`config.mk`:
```
export PLATFORM = sky130hd
export DESIGN_NAME = ahim_pio_rx
export DESIGN_NICKNAME = d
export VERILOG_FILES = /design/src/rtl/ahim_pio_rx.sv
export SDC_FILE = /design/constraint.sdc
export NUM_CORES = 1
export LEC_CHECK = 0
export CAP_MARGIN = 30
export CORE_MARGIN = 2
export CORE_UTILIZATION = 26
export CTS_BUF_LIST = sky130_fd_sc_hd__clkbuf_4
export DETAILED_ROUTE_END_ITERATION = 10
export PLACE_DENSITY_LB_ADDON = 0.08
export SLEW_MARGIN = 10
export SYNTH_ARGS = -nofsm -noshare
export SYNTH_HDL_FRONTEND = slang
export SYNTH_SLANG_ARGS = --single-unit
```
`constraint.sdc`:
```
create_clock -name clk_in -period 7 [get_ports clk_in]
set_clock_uncertainty 0.2 [all_clocks]
set_input_delay 1.4 -clock clk_in [delete_from_list [all_inputs] [get_ports clk_in]]
set_output_delay 1.4 -clock clk_in [all_outputs]
set_load 0.1 [all_outputs]
```
`src/rtl/ahim_pio_rx.sv`:
```
// rtl/ahim_pio_rx.sv - HPS toggle-handshake PIO receiver writing packages into breakpoint/image RAM
module ahim_pio_rx #(
  parameter int DATA_WIDTH = 32,
  parameter int CNT_WIDTH  = 16,
  parameter int WD_DEPTH   = 20
) (
  input  logic                  clk_in,
  input  logic                  rst_n,
  input  logic                  rx_en,
  input  logic                  select_mode,
  input  logic [CNT_WIDTH-1:0]  expected_packages,
  input  logic [WD_DEPTH-1:0]   watchdog_rx_conf,
  input  logic                  pio_req,
  input  logic [DATA_WIDTH-1:0] pio_data,
  output logic                  pio_ack,
  output logic                  bp_we,
  output logic                  img_we,
  output logic [CNT_WIDTH-1:0]  mem_waddr,
  output logic [DATA_WIDTH-1:0] mem_wdata,
  output logic                  rx_done,
  output logic                  watchdog_rx_trigger,
  output logic                  rx_busy
);

  typedef enum logic [2:0] {
    S_IDLE,
    S_WAIT_PKG,
    S_WRITE,
    S_DONE,
    S_HOLD
  } state_t;

  state_t                r_state;
  logic                  r_s1;
  logic                  r_s2;
  logic                  r_req_last;
  logic [DATA_WIDTH-1:0] r_pio_data;
  logic                  r_mode;
  logic [CNT_WIDTH-1:0]  r_expected;
  logic [CNT_WIDTH-1:0]  r_count;
  logic [WD_DEPTH-1:0]   r_wd_cnt;

  logic w_edge;
  logic w_wd_hit;

  assign w_edge   = (r_s2 != r_req_last);
  assign w_wd_hit = (watchdog_rx_conf != '0) && (r_wd_cnt == watchdog_rx_conf);

  // Strobe, address, data and ack are all registered on the edge that enters WRITE,
  // so the strobe is high exactly during the WRITE cycle.
  always_ff @(posedge clk_in or negedge rst_n) begin
    if (!rst_n) begin
      r_state             <= S_IDLE;
      r_s1                <= 1'b0;
      r_s2                <= 1'b0;
      r_req_last          <= 1'b0;
      r_pio_data          <= '0;
      r_mode              <= 1'b0;
      r_expected          <= '0;
      r_count             <= '0;
      r_wd_cnt            <= '0;
      pio_ack             <= 1'b0;
      bp_we               <= 1'b0;
      img_we              <= 1'b0;
      mem_waddr           <= '0;
      mem_wdata           <= '0;
      rx_done             <= 1'b0;
      watchdog_rx_trigger <= 1'b0;
      rx_busy             <= 1'b0;
    end else begin
      r_s1                <= pio_req;
      r_s2                <= r_s1;
      r_pio_data          <= pio_data;
      bp_we               <= 1'b0;
      img_we              <= 1'b0;
      rx_done             <= 1'b0;
      watchdog_rx_trigger <= 1'b0;
      case (r_state)
        S_IDLE: begin
          r_req_last <= r_s2;
          if (rx_en) begin
            r_mode     <= select_mode;
            r_expected <= expected_packages;
            r_count    <= '0;
            r_wd_cnt   <= '0;
            if (expected_packages == '0) begin
              r_state <= S_DONE;
              rx_done <= 1'b1;
            end else begin
              r_state <= S_WAIT_PKG;
              rx_busy <= 1'b1;
            end
          end
        end
        S_WAIT_PKG: begin
          if (!rx_en) begin
            r_state <= S_IDLE;
            rx_busy <= 1'b0;
          end else if (w_edge) begin
            r_req_last <= r_s2;
            r_state    <= S_WRITE;
            bp_we      <= ~r_mode;
            img_we     <= r_mode;
            mem_waddr  <= r_count;
            mem_wdata  <= r_pio_data;
            pio_ack    <= ~pio_ack;
            r_count    <= r_count + 1'b1;
          end else if (w_wd_hit) begin
            r_state             <= S_HOLD;
            watchdog_rx_trigger <= 1'b1;
            rx_busy             <= 1'b0;
          end else begin
            r_wd_cnt <= r_wd_cnt + 1'b1;
          end
        end
        S_WRITE: begin
          if (!rx_en) begin
            r_state <= S_IDLE;
            rx_busy <= 1'b0;
          end else if (r_count == r_expected) begin
            r_state <= S_DONE;
            rx_done <= 1'b1;
            rx_busy <= 1'b0;
          end else begin
            r_state  <= S_WAIT_PKG;
            r_wd_cnt <= '0;
          end
        end
        S_DONE, S_HOLD: begin
          if (!rx_en) r_state <= S_IDLE;
        end
        default: begin
          r_state <= S_IDLE;
          rx_busy <= 1'b0;
        end
      endcase
    end
  end

endmodule

```
==> run_1/port_trees.png <==
Scale bar: 50 um.
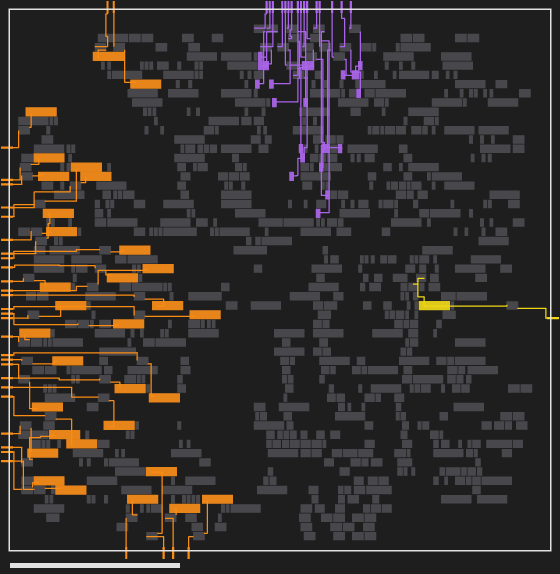
Key: orange = `pio_data` [bits 32, direction input, edge 26 left, 4 bottom, 2 top, end cells 32, buffers 32, wire 751 um]; yellow = `rx_busy` [bits 1, direction output, edge right, end cells 1, buffers 1, wire 49.8 um]; purple = `expected_packages` [bits 16, direction input, edge top, end cells 21, buffers 16, wire 573 um]
top-level port count: 127
Port Buffers: 126

==> run_1/placed.png <==
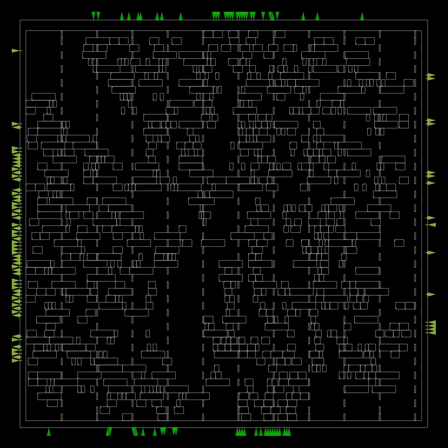
std cell rows: 56
post-layout util: 34.9%
flop share of the area: 44.2%

==> run_1/layers.png <==
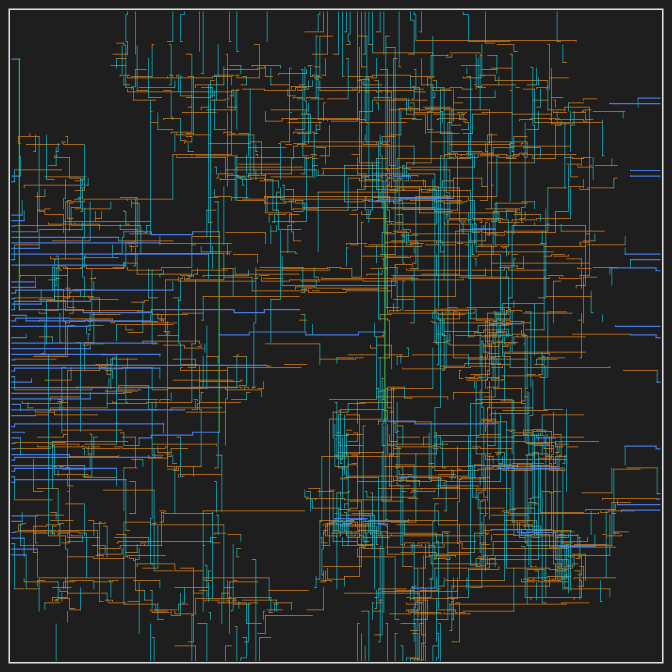
Key: green = M4 [wire length 164 um]; orange = M1 [wire length 7680 um]; cyan = M2 [wire length 7670 um]; blue = M3 [wire length 1320 um]
wire length reported by the detailed router: 16.8 mm
via count of the routed design: 4967
Total GRT Usage: 13.7%
DR WL/cell: 15.4 um

==> flow_results.xml, run 1 <==
<?xml version="1.0" encoding="UTF-8"?>
<metrics>
  <group name="status">
    <metric name="run_status" unit="">complete, no violations</metric>
  </group>
  <group name="place">
    <metric name="hpwlAfterDp" unit="mm">11.6</metric>
    <metric name="post_place_setup_slack" unit="ns">2.62</metric>
  </group>
  <group name="synth">
    <metric name="ys.flop_type" unit="">dfrtp_1</metric>
    <metric name="synth_top_area_cells" unit="">dfrtp_1, nand2_1, xor2_1</metric>
    <metric name="mappedNetlistNets" unit="">711</metric>
    <metric name="ys_cells" unit="">636</metric>
    <metric name="ys_chip_area" unit="um^2">6260</metric>
    <metric name="synthTopLogicFamily" unit="">simple AND/OR/NAND/NOR gates</metric>
    <metric name="synthTopCellsByCount" unit="">nand2_1, dfrtp_1, xor2_1</metric>
    <metric name="synth.lib_cells_used.distinct" unit="">52</metric>
    <metric name="synth_adder_area_share" unit="%">0.400</metric>
  </group>
  <group name="worst_hold_path">
    <metric name="timing.hold.worst_endpoint" unit="">r_s2</metric>
    <metric name="timing.hold.worst.class" unit="">flip-flop to flip-flop</metric>
  </group>
  <group name="cells_and_area">
    <metric name="fillers" unit="">2440</metric>
    <metric name="layout_top_registers" unit="">mem_wdata: 32 flops, r_pio_data: 32 flops, r_wd_cnt: 20 flops</metric>
    <metric name="layout_top_cell" unit="">nand2_1</metric>
    <metric name="nMultiInputCombCells" unit="">454</metric>
    <metric name="n_all_buffers" unit="">135</metric>
    <metric name="antennaDiodeCount" unit="">5</metric>
    <metric name="area_delta_synth_final" unit="%">31.0</metric>
    <metric name="clock_buffer_count" unit="">17</metric>
  </group>
  <group name="clock_tree">
    <metric name="clock_insertion_delay_worst_skew" unit="ns">0.55</metric>
    <metric name="hold_fix_buffers_at_cts" unit="">0</metric>
    <metric name="cts-resized-gates" unit="">0</metric>
    <metric name="ctsLongestPathBuffers" unit="">2</metric>
    <metric name="post_cts_buffers" unit="">0</metric>
    <metric name="numCtsBuffers" unit="">17</metric>
  </group>
  <group name="critical_path">
    <metric name="path_class" unit="">input port to flip-flop</metric>
    <metric name="timing.reg2reg.worst_path_depth" unit="">7</metric>
    <metric name="worst-path-stages" unit="">7</metric>
    <metric name="rr_endpoint" unit="">r_count[14]</metric>
    <metric name="worstPathRequired" unit="ns">7.22</metric>
  </group>
  <group name="sta">
    <metric name="post-route-period-util" unit="%">55.1</metric>
    <metric name="max-slew-margin-rel" unit="%">30.9</metric>
    <metric name="worst-slew-pin-transition" unit="ns">1.03</metric>
    <metric name="slew_violations" unit="">0</metric>
  </group>
  <group name="power_and_ir_drop">
    <metric name="vdd.ir_drop.worst" unit="V">0.000320</metric>
    <metric name="p_seq_share" unit="%">36.5</metric>
    <metric name="comb-power" unit="W">0.00139</metric>
    <metric name="power.share.switching" unit="%">49.7</metric>
    <metric name="combinationalPowerShare" unit="%">46.4</metric>
    <metric name="power_switching" unit="W">0.00149</metric>
    <metric name="seq_cell_power" unit="W">0.00109</metric>
  </group>
  <group name="global_routing">
    <metric name="grt_max_degree" unit="">78</metric>
    <metric name="wire_length_of_the_first_global_routing_pass" unit="mm">27.9</metric>
    <metric name="gr-usage-met1" unit="%">17.8</metric>
  </group>
  <group name="drt">
    <metric name="met1Wirelength" unit="mm">7.68</metric>
    <metric name="drt_pass1_iterations" unit="">4</metric>
    <metric name="remaining_drc_errors" unit="">0</metric>
  </group>
</metrics>
--- run 2 (diff from run 1) ---
==> constraint.sdc (replaced) <==
create_clock -name clk_in -period 3.5 [get_ports clk_in]
set_clock_uncertainty 0.2 [all_clocks]
set_input_delay 0.7 -clock clk_in [delete_from_list [all_inputs] [get_ports clk_in]]
set_output_delay 0.7 -clock clk_in [all_outputs]
set_load 0.1 [all_outputs]
==> run_2/class_map.png <==
Fill, decap, tap and diode cells in grey.
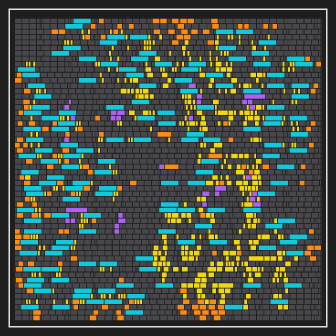
Key: cyan = registers [cells 145]; yellow = remaining logic cells [cells 460]; orange = remaining buffers and delay cells [cells 139]; purple = clock drivers and dummy loads [cells 32]
core footprint: 23500 um^2
Post-Layout Inst Area: 8120 um^2
post-layout util: 34.5%
flop share of the area: 44.7%

==> run 2 against run 1 <==
  * Critical path depth unchanged
  * Cell count increased by 0.18%
  * Synthesized cell count unchanged
  * Sequential power is 100% higher
  * Die size unchanged
  * Total power is 100% higher
  * Hold slack better by 0.00095 ns
  * Via count fell by 2.8%
  * Global-route usage is 0.088 points lower
  * First-iteration DRC count decreased by 11%
  * Core utilization is 0.37 points lower
  * Setup slack worse by 2.4 ns
  * Critical endpoint unchanged
==> flow_results.xml, run 2 <==
<?xml version="1.0" encoding="UTF-8"?>
<metrics>
  <group name="power_and_ir_drop">
    <metric name="comb-power" unit="W">0.00263</metric>
    <metric name="combinationalPowerShare" unit="%">43.8</metric>
    <metric name="seq_cell_power" unit="W">0.00219</metric>
    <metric name="p_seq_share" unit="%">36.4</metric>
    <metric name="power_switching" unit="W">0.00302</metric>
  </group>
  <group name="clock_tree">
    <metric name="post_cts_buffers" unit="">0</metric>
    <metric name="clock_insertion_delay_worst_skew" unit="ns">0.53</metric>
    <metric name="cts-resized-gates" unit="">0</metric>
    <metric name="hold_fix_buffers_at_cts" unit="">1</metric>
  </group>
  <group name="place">
    <metric name="hpwlAfterDp" unit="mm">11.5</metric>
    <metric name="placement.io_buffers" unit="">126</metric>
    <metric name="post_place_setup_slack" unit="ns">0.240</metric>
  </group>
  <group name="critical_path">
    <metric name="rr_endpoint" unit="">r_count[14]</metric>
    <metric name="path_class" unit="">input port to flip-flop</metric>
    <metric name="timing.reg2reg.worst_path_depth" unit="">6</metric>
  </group>
  <group name="synth">
    <metric name="ys.flop_type" unit="">dfrtp_1</metric>
    <metric name="synth_top_area_cells" unit="">dfrtp_1, nand2_1, xor2_1</metric>
    <metric name="synthTopLogicFamily" unit="">simple AND/OR/NAND/NOR gates</metric>
    <metric name="mappedNetlistNets" unit="">711</metric>
    <metric name="ys_chip_area" unit="um^2">6260</metric>
    <metric name="synthTopCellsByCount" unit="">nand2_1, dfrtp_1, xor2_1</metric>
  </group>
  <group name="global_routing">
    <metric name="grt.total_usage" unit="%">13.7</metric>
    <metric name="gr-usage-met1" unit="%">17.8</metric>
    <metric name="wire_length_of_the_first_global_routing_pass" unit="mm">27.8</metric>
    <metric name="grt_max_degree" unit="">69</metric>
  </group>
  <group name="sta">
    <metric name="post-route-period-util" unit="%">79.5</metric>
    <metric name="max-slew-margin-rel" unit="%">47.0</metric>
    <metric name="slew_violations" unit="">0</metric>
  </group>
  <group name="die">
    <metric name="floorplan.rows" unit="">56</metric>
  </group>
  <group name="drt">
    <metric name="drt_pass1_iterations" unit="">5</metric>
    <metric name="detail_route.wirelength" unit="mm">16.7</metric>
    <metric name="met1Wirelength" unit="mm">7.71</metric>
    <metric name="routed-via-count" unit="">4828</metric>
  </group>
  <group name="cells_and_area">
    <metric name="clock_buffer_count" unit="">17</metric>
    <metric name="nMultiInputCombCells" unit="">454</metric>
  </group>
  <group name="status">
    <metric name="run_status" unit="">complete, no violations</metric>
  </group>
  <group name="worst_hold_path">
    <metric name="timing.hold.worst.class" unit="">flip-flop to flip-flop</metric>
  </group>
</metrics>
==> run_2/sizing.png <==
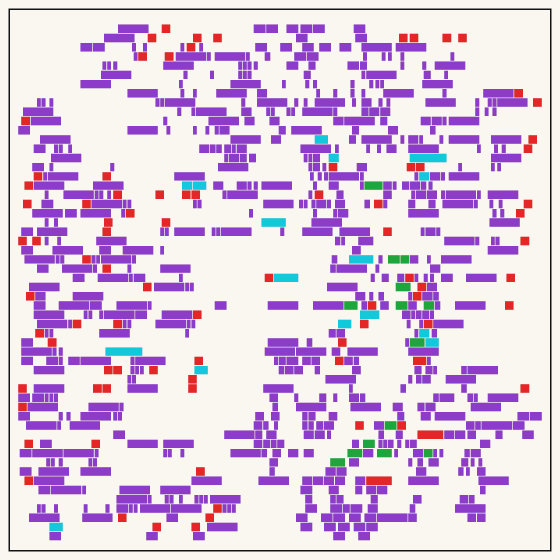
Key: purple = x1 and smaller [cells 661, share 85%]; green = x2 [cells 14, share 1.8%]; red = x3 and x4 [cells 85, share 11%]; cyan = x6 and larger [cells 16, share 2.1%]
final worst-path setup slack: 0.719 ns
layout overhead on the synthesized area: 29.6%
number of buffers other than clock buffers in the final layout: 139

--- run 3 (diff from run 2) ---
==> constraint.sdc (replaced) <==
create_clock -name clk_in -period 2.9 [get_ports clk_in]
set_clock_uncertainty 0.2 [all_clocks]
set_input_delay 0.58 -clock clk_in [delete_from_list [all_inputs] [get_ports clk_in]]
set_output_delay 0.58 -clock clk_in [all_outputs]
set_load 0.1 [all_outputs]
==> run_3/placed.png <==
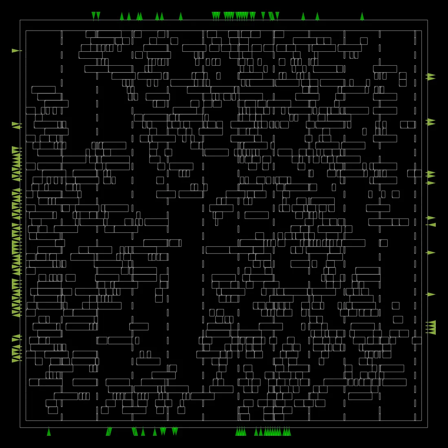
tap cells: 319
post-layout util: 35.4%
final cell count without fillers: 1119
total number of sequential cells: 145
fill cell instance count of the final layout: 2435

==> run 3 against run 2 <==
  * Clock power rose by 29%
  * Highest routed layer unchanged
  * Critical endpoint is now r_wd_cnt[19]
  * Synthesized cell count did not move
  * Setup slack worse by 0.32 ns
  * Total power increased by 23%
==> flow_results.xml, run 3 <==
<?xml version="1.0" encoding="UTF-8"?>
<metrics>
  <group name="status">
    <metric name="run_status" unit="">complete, no violations</metric>
  </group>
  <group name="synth">
    <metric name="synth.lib_cells_used.distinct" unit="">52</metric>
    <metric name="ys_chip_area" unit="um^2">6260</metric>
    <metric name="synth_adder_area_share" unit="%">0.400</metric>
    <metric name="ys_cells" unit="">636</metric>
    <metric name="synthTopCellsByCount" unit="">nand2_1, dfrtp_1, xor2_1</metric>
    <metric name="mappedNetlistNets" unit="">711</metric>
    <metric name="synthTopLogicFamily" unit="">simple AND/OR/NAND/NOR gates</metric>
    <metric name="synth_top_area_cells" unit="">dfrtp_1, nand2_1, xor2_1</metric>
  </group>
  <group name="clock_tree">
    <metric name="post_cts_buffers" unit="">0</metric>
    <metric name="ctsLongestPathBuffers" unit="">2</metric>
    <metric name="cts-resized-gates" unit="">0</metric>
    <metric name="clock_insertion_delay_worst_skew" unit="ns">0.54</metric>
    <metric name="hold_fix_buffers_at_cts" unit="">1</metric>
  </group>
  <group name="critical_path">
    <metric name="worst-path-stages" unit="">7</metric>
    <metric name="path_class" unit="">flip-flop to flip-flop</metric>
    <metric name="rr_endpoint" unit="">r_wd_cnt[19]</metric>
    <metric name="timing.reg2reg.worst_path_depth" unit="">7</metric>
    <metric name="worstPathRequired" unit="ns">3.14</metric>
  </group>
  <group name="sta">
    <metric name="slew_violations" unit="">0</metric>
    <metric name="max-slew-margin-rel" unit="%">56.9</metric>
    <metric name="worst-slew-pin-transition" unit="ns">0.646</metric>
    <metric name="post-route-period-util" unit="%">86.4</metric>
  </group>
  <group name="worst_hold_path">
    <metric name="timing.hold.worst_endpoint" unit="">r_s2</metric>
    <metric name="timing.hold.worst.class" unit="">flip-flop to flip-flop</metric>
  </group>
  <group name="drt">
    <metric name="routed-via-count" unit="">5016</metric>
    <metric name="remaining_drc_errors" unit="">0</metric>
    <metric name="drt_pass1_iterations" unit="">4</metric>
    <metric name="met1Wirelength" unit="mm">7.58</metric>
  </group>
  <group name="cells_and_area">
    <metric name="layout_top_registers" unit="">mem_wdata: 32 flops, r_pio_data: 32 flops, r_wd_cnt: 20 flops</metric>
    <metric name="seq_area_share" unit="%">43.6</metric>
    <metric name="layout_top_cell" unit="">nand2_1</metric>
    <metric name="nMultiInputCombCells" unit="">454</metric>
    <metric name="clock_buffer_count" unit="">17</metric>
  </group>
  <group name="die">
    <metric name="core_area" unit="um^2">23500</metric>
    <metric name="boundaryPins" unit="">127</metric>
    <metric name="floorplan.rows" unit="">56</metric>
  </group>
  <group name="global_routing">
    <metric name="grt.total_usage" unit="%">13.8</metric>
  </group>
  <group name="power_and_ir_drop">
    <metric name="power_switching" unit="W">0.00366</metric>
    <metric name="p_seq_share" unit="%">35.8</metric>
    <metric name="seq_cell_power" unit="W">0.00264</metric>
    <metric name="comb-power" unit="W">0.00321</metric>
    <metric name="power.share.switching" unit="%">49.6</metric>
    <metric name="combinationalPowerShare" unit="%">43.6</metric>
  </group>
  <group name="place">
    <metric name="placement.io_buffers" unit="">126</metric>
    <metric name="hpwlAfterDp" unit="mm">11.8</metric>
    <metric name="post_place_setup_slack" unit="ns">-0.0655</metric>
  </group>
</metrics>
==> run_3/sizing.png <==
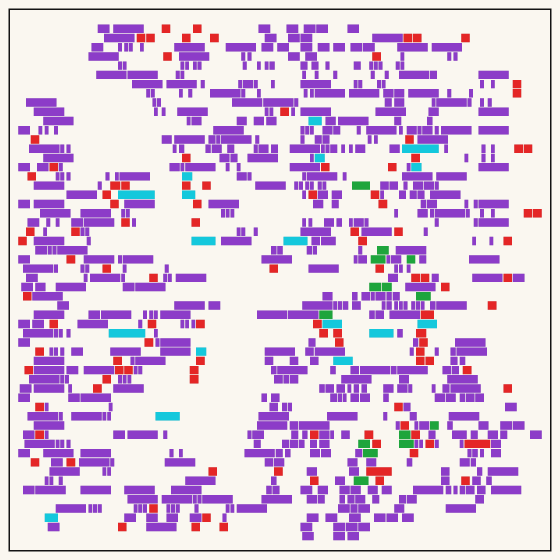
Key: cyan = x6 and larger [cells 17, share 2.1%]; green = x2 [cells 14, share 1.8%]; red = x3 and x4 [cells 106, share 13%]; purple = x1 and smaller [cells 660, share 83%]
number of buffers other than clock buffers in the final layout: 160
final worst-path setup slack: 0.395 ns
Post-Layout Inst Area: 8330 um^2
layout overhead on the synthesized area: 32.9%

Power is estimated from default activity; no workload was simulated.
